===== src/rtl/aes_vector_sequencer_if.sv =====
// rtl/aes_vector_sequencer_if.sv - sequencer-to-AES-core stimulus/response bus
interface aes_vector_sequencer_if #(
    parameter int DATA_W = 128,
    parameter int KEY_W  = 128
);
    logic              AES_en;
    logic [DATA_W-1:0] AES_data_in;
    logic [KEY_W-1:0]  AES_key_in;
    logic [DATA_W-1:0] AES_data_out;
    logic              AES_data_out_valid;

    modport master (
        output AES_en,
        output AES_data_in,
        output AES_key_in,
        input  AES_data_out,
        input  AES_data_out_valid
    );

    modport slave (
        input  AES_en,
        input  AES_data_in,
        input  AES_key_in,
        output AES_data_out,
        output AES_data_out_valid
    );
endinterface


===== src/rtl/aes_vector_sequencer.sv =====
// rtl/aes_vector_sequencer.sv - multi-vector AES stimulus, capture and check engine
module aes_vector_sequencer #(
    parameter int DATA_W  = 128,
    parameter int KEY_W   = 128,
    parameter int DEPTH   = 4,
    parameter int EN_HOLD = 51,
    parameter int TIMEOUT = 64,
    parameter int IDX_W   = $clog2(DEPTH)
) (
    input  logic              AES_clk,
    input  logic              AES_rst_n,
    input  logic              cfg_wr_en,
    input  logic [IDX_W-1:0]  cfg_wr_addr,
    input  logic [DATA_W-1:0] cfg_wr_data,
    input  logic [KEY_W-1:0]  cfg_wr_key,
    input  logic [DATA_W-1:0] cfg_wr_exp,
    input  logic              start,
    input  logic [IDX_W:0]    num_vec,
    input  logic              cmp_en,
    aes_vector_sequencer_if.master aes,
    output logic              busy,
    output logic              done,
    output logic              res_valid,
    output logic [IDX_W-1:0]  res_idx,
    output logic [DATA_W-1:0] res_data,
    output logic              res_fail,
    output logic [IDX_W:0]    pass_cnt,
    output logic [IDX_W:0]    fail_cnt,
    output logic              timeout_err
);
    localparam int HOLD_W = $clog2(EN_HOLD + 1);
    localparam int TMO_W  = $clog2(TIMEOUT + 1);
    localparam logic [IDX_W:0]    DEPTH_C   = (IDX_W+1)'(DEPTH);
    localparam logic [IDX_W:0]    CNT_ONE   = {{IDX_W{1'b0}}, 1'b1};
    localparam logic [IDX_W-1:0]  IDX_ONE   = IDX_W'(1);
    localparam logic [HOLD_W-1:0] HOLD_LAST = HOLD_W'(EN_HOLD - 1);
    localparam logic [HOLD_W-1:0] HOLD_ONE  = HOLD_W'(1);
    localparam logic [TMO_W-1:0]  TMO_MAX   = TMO_W'(TIMEOUT);
    localparam logic [TMO_W-1:0]  TMO_ONE   = TMO_W'(1);

    typedef enum logic [2:0] {
        S_IDLE,
        S_DRIVE,
        S_WAIT,
        S_GAP,
        S_DONE
    } state_t;

    state_t r_state;

    logic [DATA_W-1:0] r_mem_data [DEPTH];
    logic [KEY_W-1:0]  r_mem_key  [DEPTH];
    logic [DATA_W-1:0] r_mem_exp  [DEPTH];

    logic              r_en;
    logic [DATA_W-1:0] r_data_in;
    logic [KEY_W-1:0]  r_key_in;
    logic              r_busy;
    logic              r_done;
    logic              r_res_valid;
    logic [IDX_W-1:0]  r_res_idx;
    logic [DATA_W-1:0] r_res_data;
    logic              r_res_fail;
    logic [IDX_W:0]    r_pass_cnt;
    logic [IDX_W:0]    r_fail_cnt;
    logic              r_tmo_err;
    logic [IDX_W-1:0]  r_idx;
    logic [IDX_W:0]    r_n;
    logic              r_cmp;
    logic              r_captured;
    logic [HOLD_W-1:0] r_hold;
    logic [TMO_W-1:0]  r_tmo;

    logic              w_wr;
    logic [IDX_W:0]    w_n_eff;
    logic              w_cap;
    logic              w_mismatch;
    logic              w_last;
    logic [IDX_W-1:0]  w_next_idx;
    logic              w_fwd0;
    logic [DATA_W-1:0] w_slot0_data;
    logic [KEY_W-1:0]  w_slot0_key;

    assign w_wr       = cfg_wr_en && (r_state == S_IDLE);
    assign w_n_eff    = (num_vec > DEPTH_C) ? DEPTH_C : num_vec;
    assign w_cap      = ((r_state == S_DRIVE) || (r_state == S_WAIT)) &&
                        aes.AES_data_out_valid && !r_captured;
    assign w_mismatch = r_cmp && (aes.AES_data_out != r_mem_exp[r_idx]);
    assign w_last     = (({1'b0, r_idx}) + CNT_ONE) == r_n;
    assign w_next_idx = r_idx + IDX_ONE;
    // A slot-0 write in the start cycle must be visible to the first vector.
    assign w_fwd0       = w_wr && (cfg_wr_addr == '0);
    assign w_slot0_data = w_fwd0 ? cfg_wr_data : r_mem_data[0];
    assign w_slot0_key  = w_fwd0 ? cfg_wr_key  : r_mem_key[0];

    assign aes.AES_en      = r_en;
    assign aes.AES_data_in = r_data_in;
    assign aes.AES_key_in  = r_key_in;
    assign busy            = r_busy;
    assign done            = r_done;
    assign res_valid       = r_res_valid;
    assign res_idx         = r_res_idx;
    assign res_data        = r_res_data;
    assign res_fail        = r_res_fail;
    assign pass_cnt        = r_pass_cnt;
    assign fail_cnt        = r_fail_cnt;
    assign timeout_err     = r_tmo_err;

    // Vector slot storage; survives reset so a self-test can be rerun.
    always_ff @(posedge AES_clk) begin
        if (w_wr) begin
            r_mem_data[cfg_wr_addr] <= cfg_wr_data;
            r_mem_key[cfg_wr_addr]  <= cfg_wr_key;
            r_mem_exp[cfg_wr_addr]  <= cfg_wr_exp;
        end
    end

    // Run sequencer: drive, wait, gap per vector, with capture and counting.
    always_ff @(posedge AES_clk) begin
        if (!AES_rst_n) begin
            r_state     <= S_IDLE;
            r_en        <= 1'b0;
            r_data_in   <= '0;
            r_key_in    <= '0;
            r_busy      <= 1'b0;
            r_done      <= 1'b0;
            r_res_valid <= 1'b0;
            r_res_idx   <= '0;
            r_res_data  <= '0;
            r_res_fail  <= 1'b0;
            r_pass_cnt  <= '0;
            r_fail_cnt  <= '0;
            r_tmo_err   <= 1'b0;
            r_idx       <= '0;
            r_n         <= '0;
            r_cmp       <= 1'b0;
            r_captured  <= 1'b0;
            r_hold      <= '0;
            r_tmo       <= '0;
        end else begin
            r_done      <= 1'b0;
            r_res_valid <= 1'b0;

            if (w_cap) begin
                r_captured  <= 1'b1;
                r_res_valid <= 1'b1;
                r_res_idx   <= r_idx;
                r_res_data  <= aes.AES_data_out;
                r_res_fail  <= w_mismatch;
                if (w_mismatch) begin
                    r_fail_cnt <= r_fail_cnt + CNT_ONE;
                end else begin
                    r_pass_cnt <= r_pass_cnt + CNT_ONE;
                end
            end

            case (r_state)
                S_IDLE: begin
                    if (start) begin
                        if (w_n_eff == '0) begin
                            r_done  <= 1'b1;
                            r_state <= S_DONE;
                        end else begin
                            r_n        <= w_n_eff;
                            r_cmp      <= cmp_en;
                            r_idx      <= '0;
                            r_pass_cnt <= '0;
                            r_fail_cnt <= '0;
                            r_tmo_err  <= 1'b0;
                            r_busy     <= 1'b1;
                            r_en       <= 1'b1;
                            r_data_in  <= w_slot0_data;
                            r_key_in   <= w_slot0_key;
                            r_hold     <= '0;
                            r_captured <= 1'b0;
                            r_state    <= S_DRIVE;
                        end
                    end
                end
                S_DRIVE: begin
                    if (r_hold == HOLD_LAST) begin
                        r_en <= 1'b0;
                        if (r_captured || w_cap) begin
                            r_state <= S_GAP;
                        end else begin
                            r_tmo   <= TMO_ONE;
                            r_state <= S_WAIT;
                        end
                    end else begin
                        r_hold <= r_hold + HOLD_ONE;
                    end
                end
                S_WAIT: begin
                    if (w_cap) begin
                        r_state <= S_GAP;
                    end else if (r_tmo == TMO_MAX) begin
                        r_captured  <= 1'b1;
                        r_res_valid <= 1'b1;
                        r_res_idx   <= r_idx;
                        r_res_data  <= '0;
                        r_res_fail  <= 1'b1;
                        r_fail_cnt  <= r_fail_cnt + CNT_ONE;
                        r_tmo_err   <= 1'b1;
                        r_state     <= S_GAP;
                    end else begin
                        r_tmo <= r_tmo + TMO_ONE;
                    end
                end
                S_GAP: begin
                    if (w_last) begin
                        r_busy  <= 1'b0;
                        r_done  <= 1'b1;
                        r_state <= S_DONE;
                    end else begin
                        r_idx      <= w_next_idx;
                        r_en       <= 1'b1;
                        r_data_in  <= r_mem_data[w_next_idx];
                        r_key_in   <= r_mem_key[w_next_idx];
                        r_hold     <= '0;
                        r_captured <= 1'b0;
                        r_state    <= S_DRIVE;
                    end
                end
                S_DONE: begin
                    r_state <= S_IDLE;
                end
                default: begin
                    r_state <= S_IDLE;
                end
            endcase
        end
    end
endmodule


===== src/flat_wrapper.sv =====
// flat-port wrapper written by rule: the top's interface ports become plain ports
module aes_vector_sequencer_flat 
#(
    parameter int DATA_W  = 128,
    parameter int KEY_W   = 128,
    parameter int DEPTH   = 4,
    parameter int EN_HOLD = 51,
    parameter int TIMEOUT = 64,
    parameter int IDX_W   = $clog2(DEPTH)
)
  (AES_clk, AES_rst_n, cfg_wr_en, cfg_wr_addr, cfg_wr_data, cfg_wr_key, cfg_wr_exp, start, num_vec, cmp_en, busy, done, res_valid, res_idx, res_data, res_fail, pass_cnt, fail_cnt, timeout_err, aes_AES_en, aes_AES_data_in, aes_AES_key_in, aes_AES_data_out, aes_AES_data_out_valid);
  aes_vector_sequencer_if #(.DATA_W(DATA_W), .KEY_W(KEY_W)) aes_i ();
  input  logic AES_clk;
  input  logic AES_rst_n;
  input  logic cfg_wr_en;
  input  logic [IDX_W-1:0] cfg_wr_addr;
  input  logic [DATA_W-1:0] cfg_wr_data;
  input  logic [KEY_W-1:0] cfg_wr_key;
  input  logic [DATA_W-1:0] cfg_wr_exp;
  input  logic start;
  input  logic [IDX_W:0] num_vec;
  input  logic cmp_en;
  output logic busy;
  output logic done;
  output logic res_valid;
  output logic [IDX_W-1:0] res_idx;
  output logic [DATA_W-1:0] res_data;
  output logic res_fail;
  output logic [IDX_W:0] pass_cnt;
  output logic [IDX_W:0] fail_cnt;
  output logic timeout_err;
  output wire logic [$bits(aes_i.AES_en)-1:0] aes_AES_en;
  output wire logic [$bits(aes_i.AES_data_in)-1:0] aes_AES_data_in;
  output wire logic [$bits(aes_i.AES_key_in)-1:0] aes_AES_key_in;
  input wire logic [$bits(aes_i.AES_data_out)-1:0] aes_AES_data_out;
  input wire logic [$bits(aes_i.AES_data_out_valid)-1:0] aes_AES_data_out_valid;
  assign aes_AES_en = aes_i.AES_en;
  assign aes_AES_data_in = aes_i.AES_data_in;
  assign aes_AES_key_in = aes_i.AES_key_in;
  assign aes_i.AES_data_out = aes_AES_data_out;
  assign aes_i.AES_data_out_valid = aes_AES_data_out_valid;
  aes_vector_sequencer #(.DATA_W(DATA_W), .KEY_W(KEY_W), .DEPTH(DEPTH), .EN_HOLD(EN_HOLD), .TIMEOUT(TIMEOUT), .IDX_W(IDX_W)) u_core (.AES_clk(AES_clk), .AES_rst_n(AES_rst_n), .cfg_wr_en(cfg_wr_en), .cfg_wr_addr(cfg_wr_addr), .cfg_wr_data(cfg_wr_data), .cfg_wr_key(cfg_wr_key), .cfg_wr_exp(cfg_wr_exp), .start(start), .num_vec(num_vec), .cmp_en(cmp_en), .aes(aes_i), .busy(busy), .done(done), .res_valid(res_valid), .res_idx(res_idx), .res_data(res_data), .res_fail(res_fail), .pass_cnt(pass_cnt), .fail_cnt(fail_cnt), .timeout_err(timeout_err));
endmodule

===== config.mk =====
export PLATFORM = sky130hd
export DESIGN_NAME = aes_vector_sequencer_flat
export DESIGN_NICKNAME = d
export VERILOG_FILES = /design/src/rtl/aes_vector_sequencer_if.sv /design/src/rtl/aes_vector_sequencer.sv /design/src/flat_wrapper.sv
export SDC_FILE = /design/constraint.sdc
export NUM_CORES = 2
export LEC_CHECK = 0
export CAP_MARGIN = 20
export CORE_MARGIN = 2
export CORE_UTILIZATION = 49
export CTS_CLUSTER_SIZE = 30
export DETAILED_ROUTE_END_ITERATION = 7
export GPL_TIMING_DRIVEN = 0
export PLACE_DENSITY = 0.69
export SLEW_MARGIN = 20
export SYNTH_ARGS = -nofsm -noshare
export SYNTH_HDL_FRONTEND = slang
export SYNTH_SLANG_ARGS = --single-unit

===== constraint.sdc =====
create_clock -name AES_clk -period 31.9 [get_ports AES_clk]
set_clock_uncertainty 0.2 [all_clocks]
set_input_delay 6.38 -clock AES_clk [delete_from_list [all_inputs] [get_ports AES_clk]]
set_output_delay 6.38 -clock AES_clk [all_outputs]
set_load 0.02 [all_outputs]

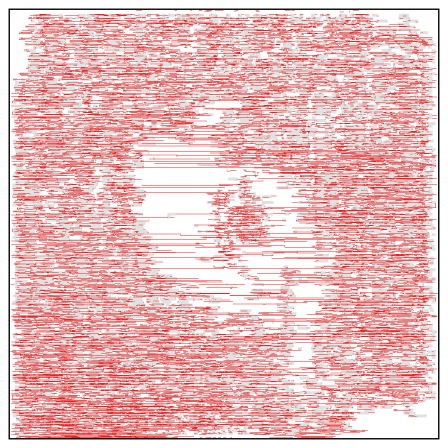
(images/m1.png)
Cells faint in the background.
The layer carries 91.4 mm of wire. The longest straight run is 124 um. The wires run mostly horizontal.
via count: 47,257
Routed WL: 236.6 mm
met1 global-route usage: 0.3907

==> notes.md <==
The layout was made with Yosys and OpenROAD.

The hold path startpoint is u_core.res_fail. The kind of launch point of the worst setup path is a primary input. In the detailed route, the total length drawn on met2 is 108.8 mm.

The finished layout holds 8,009 standard cells, fillers aside. The highest-count logic cell in the final layout is edfxtp_1. The post-synthesis simple-gate area fraction is 0.04138. The cell family contributing the most delay on the critical path is buffers and inverters. The sum of overflow across all layers after global routing is 0. The report puts the hold buffer count at CTS at 0. The upper clock frequency limit is 99.39 MHz. The flow ran to the end, and the final reports show no timing, DRC or antenna violations. For reference, the final report shows the max-slew violation count at 0.

Per the skew report, the later register of the worst-skew pair sees a clock latency of 820 ps. The number of different library cells used by synthesis comes to 47. The cell area after placement is 0.08957 mm2.

The largest single stage delay on the critical path is 810 ps. The share of final-layout standard cells stronger than drive strength 1 is 0.1395. Summing all multiplexer cells gives an area fraction of 0.1482.

The wire length of the first global-routing pass is 331.7 mm. The detailed router put a total of 91.40 mm of wire on met1. The post-route cell area is 0.09638 mm2.

At the pin with the least slew margin, the transition time is 1249 ps. The script logs the ratio of routed vias to standard cells as 5.900. In the final layout, the fill cell count is 11,303. The routed design uses 27.13 mm of met3 wire. The average detailed-routed wire length per instance is 29.54 um. The final critical path time including I/O delays and setup is 10,060 ps. By area the synthesized netlist is led by edfxtp_1, mux4_2, dfxtp_1. The weighted congestion reported at the end of routability-driven placement is 0.9294. The antenna violation net count after detailed routing is 0.

When the netlist entered floorplanning its net count stood at 5,060. The DRC marker count from the first detailed-route iteration is 4,963. The area added between synthesis and finish is 26.79%. By count the netlist is led by edfxtp_1, nor2_1, dfxtp_1. In this run the critical path is formed by clkdlybuf4s50_1, or3_1, nor2b_1, nand2_1, inv_1, nor2_1, clkbuf_1, clkbuf_1, buf_1, mux2i_1, nor2_1. The largest driver fanout on the critical path is 10. The core area is 0.1540 mm2.

After detailed routing, the number of remaining DRC violations is 0. The worst hold path was traced through 2 stages. The via count of the first global-routing pass is 46,658. The total number of H-tree levels is 4. The worst setup path is captured at a flop.

STA shows the worst min-delay path finishing at u_core.res_fail. All stages included, the depth of the critical timing path comes to 11. In this run, CTS created clock tree buffers numbering 199. The synthesized design contains 1,536 enable-type register cells. In this run the VDD rail shows a maximum IR drop of 0.00005072 V. In this run, the synthesized area fraction spent on adder and majority cells is recorded as 0.001152. The total buffers and inverters traversed by the critical path is 5. The number of optimization iterations in the first detailed-route pass is 6.

The largest family of logic cells by area is multiplexers. The most common logic cells in the final layout are edfxtp_1, clkdlybuf4s50_1, nor2_1. Per the placement report, the placed cell count is 7,567. The net count of the finished layout is 6,255. The number of maximum-capacitance constraint violations is 0. The detailed router used layers up to and including met5.

The OpenROAD report gives the critical path a required time of 32,390 ps. The script extracted a total leakage power of 30.65 nW. The number of post-CTS setup repair buffers is 0.

TritonCTS built the clock tree. The number of cell instances on the worst register-to-register path is 10. The total number of placement rows is 144. The initial antenna violation count is 98. The critical path's slowest stage uses the library cell clkbuf_1.

Entering global routing, the biggest net connects 46 pins. The initial utilization of the core area, before any placement, comes to 0.4934. For this run, the number of Yosys warnings is 0. The clock tree buffer depth is 3. The count of warning messages emitted by the tools is 29.

The endpoint of the most critical register-to-register path is u_core.pass_cnt[2].
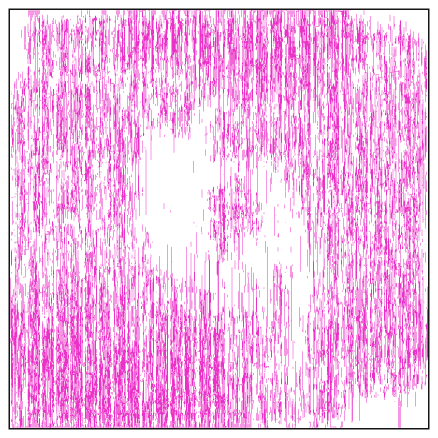
(images/m2.png)
The wires run mostly vertical. The layer carries 109 mm of wire.
GR Util met2: 0.4502

[per-layer routing]
metal / global-route usage / up-vias
li1: - / 20273
met2: 0.4502 / 2305
met3: 0.1003 / 469
met5: 0 / -
met1: 0.3907 / 24146
met4: 0.1124 / 64
[area by class of cell]
| cell class | instances | area, um2 | area share |
|---|---|---|---|
| sequential | 1959 | 54590 | 0.5665 |
| multi-input combinational | 2256 | 20200 | 0.2096 |
| timing repair buffer | 994 | 10980 | 0.1139 |
| clock buffer | 288 | 5633 | 0.05845 |
| tap | 2044 | 2557 | 0.02654 |
| buffer | 306 | 1226 | 0.01272 |
| clock inverter | 87 | 985.9 | 0.01023 |
| antenna | 66 | 165.2 | 0.001714 |
| inverter | 9 | 33.78 | 0.0003505 |
[report_power, final]
group | total (W) | internal, W | switching (W)
clock network | 0.00235 | 0.00136 | 0.000990
registers | 0.00290 | 0.00286 | 0.0000389
logic | 0.000475 | 0.000200 | 0.000274
total | 0.00572 | 0.00442 | 0.00130
[state kept, by name (all words and copies together) (netlist names), 2 cells and up, named ones only]
signal and count:
u_core.aes.AES_data_in 128, u_core.aes.AES_key_in 128, u_core.fail_cnt 3, u_core.pass_cnt 3, u_core.r_hold 6, u_core.r_idx 2
u_core.r_mem_data 512, u_core.r_mem_exp 512, u_core.r_mem_key 512, u_core.r_n 3, u_core.r_state 3, u_core.r_tmo 7
u_core.res_data 128, u_core.res_idx 2
[stage by stage]
step,total power [W],utilization,TNS [ps],setup WS [ps]
after floorplan,0.003173,-,0,7817
after global placement,0.003458,0.5698,-5473730,-7378
after detailed placement,0.003418,0.5815,0,20940
after CTS,0.005749,0.6244,0,21800
after global routing,0.005884,0.6251,0,21660
final,0.005722,0.6256,0,21840
Power figures rest on the tool's default switching activity, not on a simulated workload.
